Design mem_arbiter, sky130hd; sources not shown.
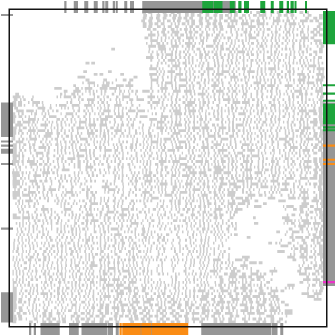
*I/O pins on the die edge*
Pins as bars across the die edge, other pins in grey.
[magenta] mem_wr | pins: 1 | direction: output | edge: east
[green] f_instr | pins: 80 | direction: output | edge: 42 east, 38 north
[orange] f_addr | pins: 64 | direction: input | edge: 61 south, 3 east
all pins by edge: 198 south, 156 east, 132 north, 53 west
die width: 306 µm
Die Ht: 306 µm
port bufs: 538

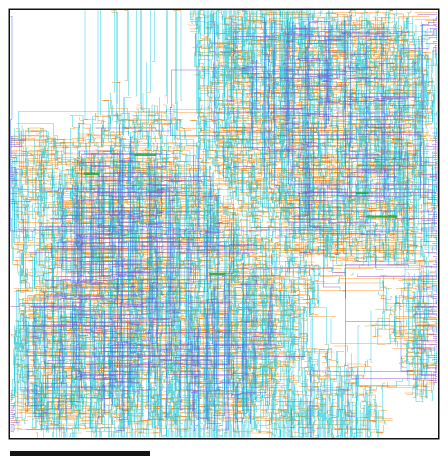
*Metal layers overlaid*
Scale bar: 100 µm.
[orange] metal 1 | wire length: 65.0 mm
[blue] metal 4 | wire length: 10600 µm
[cyan] metal 2 | wire length: 76.0 mm
[green] metal 5 | wire length: 60.7 µm
[purple] metal 3 | wire length: 11800 µm
total number of vias: 35.6k
WL per Instance: 26.1 µm
gr usage total: 33.8%

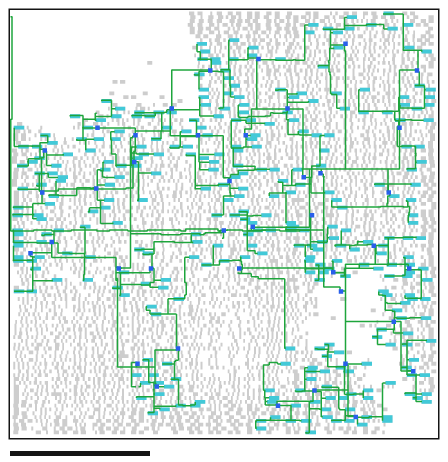
*Clock distribution*
Scale bar: 100 µm.
[green] clock wires | length: 6240 µm
[blue] clock drivers | count: 40
[cyan] flip-flops | count: 330
flops lie: all over the die
routed clock nets: 41
Clock group: 0.822 mW
power share of the clock group: 28.5%

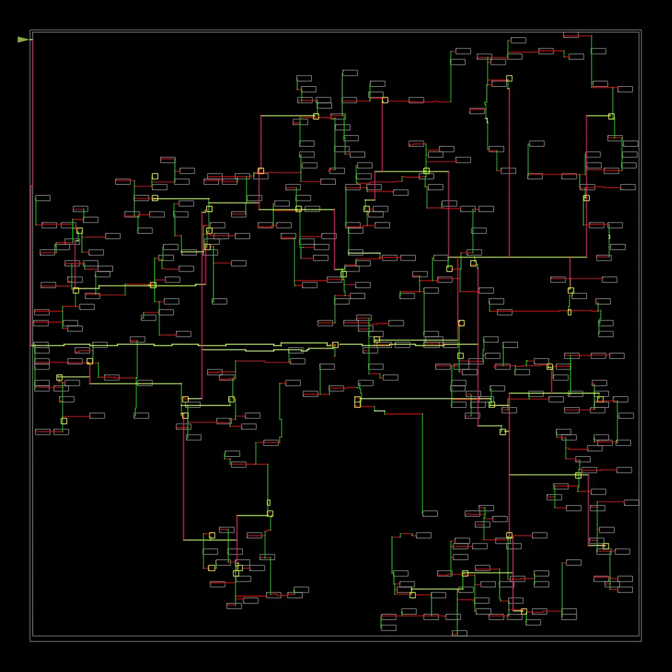
*Clock nets*
Clock Sink Count: 330
TritonCTS buffer count: 40

==> results.sh <==
# source this file to load flow results
export IMPL_status="completed"
export IMPL_endpoint_kind="output pin"
export IMPL_worst_slew_pin_slew_ns=1.10
export IMPL_grt_pass1_wl_um=239000
export IMPL_compound_area_share_pct=20.1
export IMPL_clockBufferDepth=3
export IMPL_vias_per_cell=5.69
export IMPL_cp_arrival_ns=5.52
export IMPL_fp_nets=5033
export IMPL_whs_ns=0.248
export IMPL_async_flop_share_pct=0
export IMPL_firstDrtPassIters=5
export IMPL_synth_xor_area_share_pct=1.38
export IMPL_cts_htree_levels=2
export IMPL_diodes=5
export IMPL_worstSetupStartpointType="register"
export IMPL_synthToLayoutAreaGrowth_pct=22.6
export IMPL_synth_warnings=0
export IMPL_totalWireLength_um=163000
export IMPL_comb_share_pct=51.2
export IMPL_r2r_slack_ns=4.48
export IMPL_dominant_cells="multi-input combinational cells"
export IMPL_placementRows=111
export IMPL_cts_tree="done"
export IMPL_rsz0062_at_grt="false"
export IMPL_holdPathStages=2
export IMPL_synth_simple_area_share_pct=39.7
export IMPL_tns_ns=0
export IMPL_ys_flops=330
export IMPL_warning_count=38
export IMPL_io_pins=539
export IMPL_ctsHoldBuffers=0
export IMPL_cts_root_buffer="clkbuf_4"
export IMPL_avgSynthCellArea_um2=5.62
export IMPL_drtIter0Drc=2871
export IMPL_ys_types=46
export IMPL_hold_viol_final=0
export IMPL_top_area_share_pct=24.7
export IMPL_cts_setup_buffers=0
export IMPL_crit_buf_inv=3
export IMPL_cts_resized=0
export IMPL_synthMostInstantiatedCell="nand2_1"
export IMPL_report_final_slew_viol_count=0
export IMPL_area_combinational_mm2=0.0168
export IMPL_clk_share_pct=1.13
export IMPL_layout_drive_gt1_share_pct=3.02
export IMPL_netlist_area_mm2=0.0268
export IMPL_crit_fanout=56
export IMPL_netlist_logic_family_top="simple AND/OR/NAND/NOR gates"
export IMPL_synthDominantAreaCellType="dfxtp_1"
export IMPL_overflow=0
export IMPL_place_gp_congestion=1.01
export IMPL_comb_cells=3614
export IMPL_chipArea_mm2=0.0935
export IMPL_yosysCellCount=4760
export IMPL_antenna_found_initial=8
export IMPL_finalClockPeriodUsage_pct=81.2
export IMPL_seq_share_pct=20.2
export IMPL_ir_worst_vdd_mv=0.0753
export IMPL_final_cell_mix="nand2_1 (1122), nor2_1 (833), o21ai_0 (671)"
export IMPL_crit_path_max_incr_delay_ns=0.71
export IMPL_required_ns=7.28
export IMPL_yosys_area_share_adder_pct=0.561
export IMPL_top_cells_by_area="dfxtp_1 (25%), nand2_1 (16%), o21ai_0 (13%)"
export IMPL_relSlewSlack_pct=26.6
export IMPL_syn_instance_count=4760
export IMPL_clkbuf_count=45
export IMPL_postSynthSeqShare_pct=24.7
export IMPL_common_cells="nand2_1 (1124), nor2_1 (836), o21ai_0 (672)"
export IMPL_min_period_ns=7.59
export IMPL_edf_count=0
export IMPL_path_clk_slew_ns=0.12
export IMPL_max_cap_viol_count=0
export IMPL_nets=5331
export IMPL_drc=0
export IMPL_tap_cells=1186
export IMPL_dp_hpwl_um=128000
export IMPL_design_core_area_mm2=0.0915
-- tightest hold or removal path: cells and delay by family, from the launching register on --
kind	cells	cell delay, ns
simple gates	2	0.09
flops	1	0.33
-- through the flow --
stage	worst slack, ns	cell area (µm²)	utilization [%]	cells
after floorplan	4.48	26800	-	4760
after CTS	1.74	32800	35.8	6252
after global placement	2.47	32400	35.4	6202
after global routing	1.50	32800	35.8	6255
after detailed placement	2.25	32400	35.4	6202
final	1.76	32800	35.8	6257
-- routing by layer --
metal,track usage [%],vias to the layer above,share of wire [%]
met2,56.0,1449,46
met4,20.5,10,6.5
li1,-,16045,-
met1,40.4,17645,40
met3,6.13,449,7.2
met5,0,-,0.037
-- power by group --
group,switching (mW),internal (mW),total (mW)
clock,0.597,0.225,0.822
combinational,0.427,0.218,0.645
sequential,0.00276,1.41,1.41
Power figures rest on the tool's default switching activity, not on a simulated workload.
